[src/rtl/alu_vector_driver.sv]
// Sequential stimulus driver for ALU32: accepts one operand vector per handshake, waits a
// fixed settle time, captures the ALU result and presents it on a valid/ready result port.
// Optional expected-value compare enabled by defining ALU_EXPECT_CHECK_EN.
module alu_vector_driver #(
  parameter int WIDTH   = 32,
  parameter int OPWIDTH = 4,
  parameter int SETTLE  = 2,
  parameter int CNTW    = 16
) (
  input  logic               clk,
  input  logic               rst_n,
  input  logic               vec_valid,
  output logic               vec_ready,
  input  logic [WIDTH-1:0]   vec_in1,
  input  logic [WIDTH-1:0]   vec_in2,
  input  logic [OPWIDTH-1:0] vec_op,
  output logic [WIDTH-1:0]   alu_in1,
  output logic [WIDTH-1:0]   alu_in2,
  output logic [OPWIDTH-1:0] alu_op,
  input  logic [WIDTH-1:0]   alu_out,
  output logic               res_valid,
  input  logic               res_ready,
  output logic [WIDTH-1:0]   res_data,
  output logic [OPWIDTH-1:0] res_op,
  output logic [CNTW-1:0]    vec_count,
  output logic               busy
`ifdef ALU_EXPECT_CHECK_EN
  ,
  input  logic [WIDTH-1:0]   vec_exp,
  output logic               res_mismatch,
  output logic [CNTW-1:0]    err_count
`endif
);

  typedef enum logic [1:0] {
    ST_IDLE   = 2'd0,
    ST_SETTLE = 2'd1,
    ST_HOLD   = 2'd2
  } state_t;

  state_t     state_reg;
  state_t     state_next;
  logic [7:0] cnt_reg;
  logic       accept;
  logic       capture;
  logic       done;

  // Outputs decoded straight from the state register so an async reset drops them at once.
  assign vec_ready = (state_reg == ST_IDLE);
  assign busy      = !vec_ready;
  assign res_valid = (state_reg == ST_HOLD);

  always_ff @(posedge clk or negedge rst_n) begin
    if (!rst_n) begin
      state_reg <= ST_IDLE;
    end else begin
      state_reg <= state_next;
    end
  end

  always_comb begin
    state_next = state_reg;
    accept     = 1'b0;
    capture    = 1'b0;
    done       = 1'b0;
    case (state_reg)
      ST_IDLE: begin
        if (vec_valid) begin
          accept     = 1'b1;
          state_next = ST_SETTLE;
        end
      end
      ST_SETTLE: begin
        if (cnt_reg == 8'd0) begin
          capture    = 1'b1;
          state_next = ST_HOLD;
        end
      end
      ST_HOLD: begin
        if (res_ready) begin
          done       = 1'b1;
          state_next = ST_IDLE;
        end
      end
      default: state_next = ST_IDLE;
    endcase
  end

  // Settle counter is loaded with SETTLE-1 so capture lands exactly SETTLE edges after accept.
  always_ff @(posedge clk or negedge rst_n) begin
    if (!rst_n) begin
      cnt_reg <= 8'd0;
    end else if (accept) begin
      cnt_reg <= 8'(SETTLE - 1);
    end else if (state_reg == ST_SETTLE && cnt_reg != 8'd0) begin
      cnt_reg <= cnt_reg - 8'd1;
    end
  end

  // ALU operands keep the last applied vector after completion.
  always_ff @(posedge clk or negedge rst_n) begin
    if (!rst_n) begin
      alu_in1 <= '0;
      alu_in2 <= '0;
      alu_op  <= '0;
    end else if (accept) begin
      alu_in1 <= vec_in1;
      alu_in2 <= vec_in2;
      alu_op  <= vec_op;
    end
  end

  always_ff @(posedge clk or negedge rst_n) begin
    if (!rst_n) begin
      res_data <= '0;
      res_op   <= '0;
    end else if (capture) begin
      res_data <= alu_out;
      res_op   <= alu_op;
    end
  end

  always_ff @(posedge clk or negedge rst_n) begin
    if (!rst_n) begin
      vec_count <= '0;
    end else if (done) begin
      vec_count <= vec_count + CNTW'(1);
    end
  end

`ifdef ALU_EXPECT_CHECK_EN
  logic [WIDTH-1:0] exp_reg;

  always_ff @(posedge clk or negedge rst_n) begin
    if (!rst_n) begin
      exp_reg      <= '0;
      res_mismatch <= 1'b0;
    end else begin
      if (accept) begin
        exp_reg <= vec_exp;
      end
      if (capture) begin
        res_mismatch <= (alu_out != exp_reg);
      end
    end
  end

  // Error counter saturates rather than wrapping so a long run never hides failures.
  always_ff @(posedge clk or negedge rst_n) begin
    if (!rst_n) begin
      err_count <= '0;
    end else if (done && res_mismatch && err_count != {CNTW{1'b1}}) begin
      err_count <= err_count + CNTW'(1);
    end
  end
`endif

endmodule
[config.mk]
export PLATFORM = sky130hd
export DESIGN_NAME = alu_vector_driver
export DESIGN_NICKNAME = d
export VERILOG_FILES = /design/src/rtl/alu_vector_driver.sv
export SDC_FILE = /design/constraint.sdc
export NUM_CORES = 1
export LEC_CHECK = 0
export CAP_MARGIN = 10
export CORE_MARGIN = 2
export CORE_UTILIZATION = 46
export DETAILED_ROUTE_END_ITERATION = 10
export PLACE_DENSITY_LB_ADDON = 0.05
export SYNTH_ARGS = -nofsm -noshare
export SYNTH_HDL_FRONTEND = slang
export SYNTH_SLANG_ARGS = --single-unit
export TNS_END_PERCENT = 20
[constraint.sdc]
create_clock -name clk -period 3.7 [get_ports clk]
set_clock_uncertainty 0.2 [all_clocks]
set_input_delay 0.74 -clock clk [delete_from_list [all_inputs] [get_ports clk]]
set_output_delay 0.74 -clock clk [all_outputs]
set_load 0.05 [all_outputs]
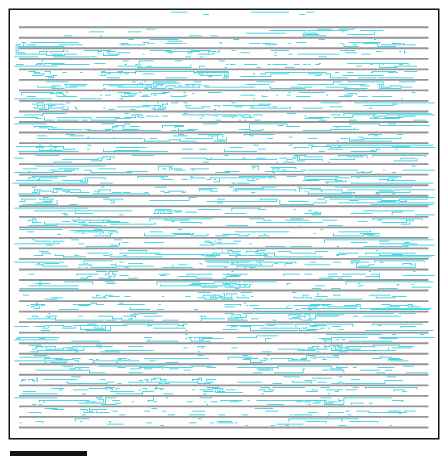
**Above:** the metal 1 layer.
The bar under the picture is 20 microns long. Supply wires on this layer in grey.
wire length on this layer = 5710 microns
share of all routed wire = 43%
met1 Usage GRT: 28.1%
Vias: 4150

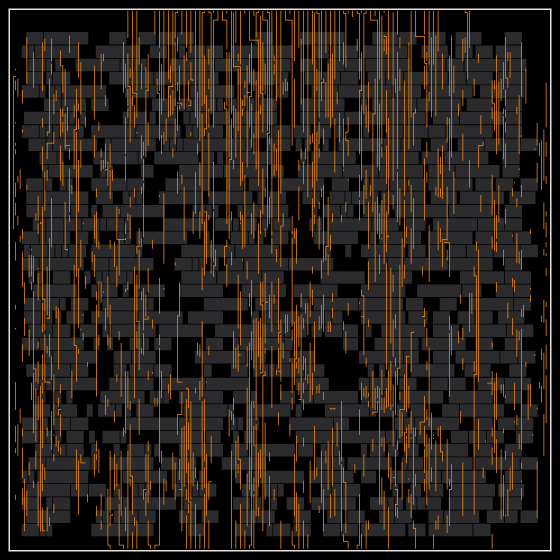
**Above:** the metal 2 layer.
share of all routed wire = 48%
wire length on this layer = 6400 microns
main direction = vertical
longest straight run = 45.8 microns
nets with wire on the layer = 690
Post-Route WL: 13400 microns
met2 usage: 35.8%

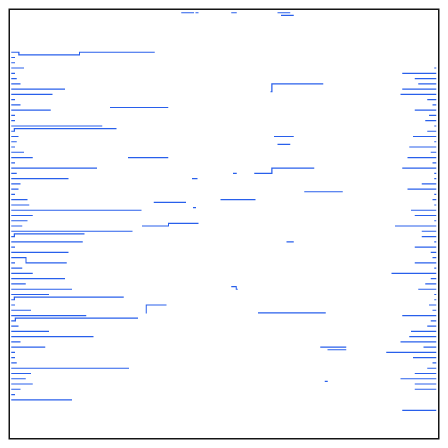
**Above:** the metal 3 layer.
wire length on this layer = 992 microns
share of all routed wire = 7.4%
nets with wire on the layer = 140
main direction = horizontal
longest straight run = 33.4 microns
met3 Use GR: 7.41%

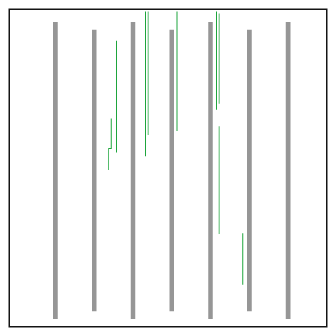
**Above:** met4 routing.
Supply wires on this layer in grey.
main direction = vertical
nets with wire on the layer = 7

==> final timing paths <==
kind | startpoint | to | slack, ns | cells past startpoint
max in group asynchronous | rst_n | alu_in1[4]$_DFFE_PN0P_ | 2.34 | 2
setup / recovery | state_reg[1]$_DFFE_PN0P_ | vec_ready | 0.76 | 2
hold / removal | rst_n | vec_count[15]$_DFFE_PN0P_ | 0.10 | 1
hold reg to reg | vec_count[15]$_DFFE_PN0P_ | vec_count[15]$_DFFE_PN0P_ | 0.27 | 1
min in group clk | vec_count[15]$_DFFE_PN0P_ | vec_count[15]$_DFFE_PN0P_ | 0.27 | 1
setup reg to reg | cnt_reg[0]$_DFFE_PN0P_ | res_data[20]$_DFFE_PN0P_ | 1.26 | 6
==> stage by stage <==
step | area (sq um) | power [W] | instances | hold WS [ns]
3_3_place_gp | 7630 | 0.00689 | 832 | 0.257
4_1_cts | 8270 | 0.00881 | 864 | 0.118
3_5_place_dp | 7630 | 0.00699 | 832 | 0.261
5_1_grt | 8270 | 0.00912 | 864 | 0.152
2_1_floorplan | 5220 | 0.00539 | 481 | 0.244
6_report | 8270 | 0.00873 | 864 | 0.103
==> logic make-up after synthesis <==
| logic type | count (synthesis) | share of synthesized area, % |
|---|---|---|
| buffers and inverters | 24 | 2.16 |
| xor gates and xnor gates | 17 | 2.85 |
| DFF | 130 | 62.3 |
| adders and majority gates | 3 | 0.719 |
| AOI/OAI and AO/OA | 8 | 0.863 |
| muxes | 39 | 10.4 |
| and+or+nand+nor | 260 | 20.7 |
==> synth_stat cells, types with 4 or more instances <==
library cell	count
clkbuf_1	12
dfrtp_1	130
nor2_1	8
nand2_1	219
mux2_4	29
inv_1	5
mux2_2	7
nand4_1	5
xor2_1	4
buf_1	4
nand3_1	5
xnor2_1	13
==> impl_metrics.env <==
# implementation run metrics
export IMPL_drcViolationCount=0
export IMPL_layout_top_cell="clkdlybuf4s50_1"
export IMPL_slew_headroom_pct=52.8
export IMPL_logic_gates=327
export IMPL_synth_cells=481
export IMPL_yosysSeqAreaShare_pct=62.3
export IMPL_yosys_warnings=0
export IMPL_first_pass_iters=4
export IMPL_final_comb_area_sq_um=1860
export IMPL_numCtsBuffers=17
export IMPL_grt_busiest_layer="met2"
export IMPL_warnings=27
export IMPL_row_count=38
export IMPL_crit_required_ns=2.76
export IMPL_pwr_group_combinational_w=0.00456
export IMPL_power_leader="combinational cells"
export IMPL_wl_per_cell_microns=15.5
export IMPL_pwr_share_seq_pct=27.5
export IMPL_rsz0062_at_grt="no"
export IMPL_slowest_stage="clkdlybuf4s50_1"
export IMPL_buffer_area_share_pct=28.1
export IMPL_grt_antenna_before_repair=0
export IMPL_fp_dieH_microns=111
export IMPL_synth_distinct_cells=36
export IMPL_io_buffers=226
export IMPL_post_dp_hpwl_microns=9540
export IMPL_dieArea_sq_um=12200
export IMPL_nNonClkInverters=5
export IMPL_critPathCaptureType="output pin"
export IMPL_grt_pass1_vias=4307
export IMPL_cts_resized=0
export IMPL_status="completed"
export IMPL_layout_top_cells="clkdlybuf4s50_1 (225), nand2_1 (218), dfrtp_1 (130), mux2_4 (29), clkbuf_16 (17)"
export IMPL_fmaxAchievable_mhz=340
export IMPL_clkPwrFrac_pct=20.3
export IMPL_clock_sinks=130
export IMPL_cap_viol_max_count=0
export IMPL_cp_top_family="buffers and inverters"
export IMPL_p_sw_share_pct=44.9
export IMPL_fin_tns_setup_ns=0
export IMPL_ys_cells=481
export IMPL_dp_slack_ns=1.12
export IMPL_power_density_nw_per_um2=1060
export IMPL_fp_util_pct=47.7
Power and IR drop assume default switching activity.
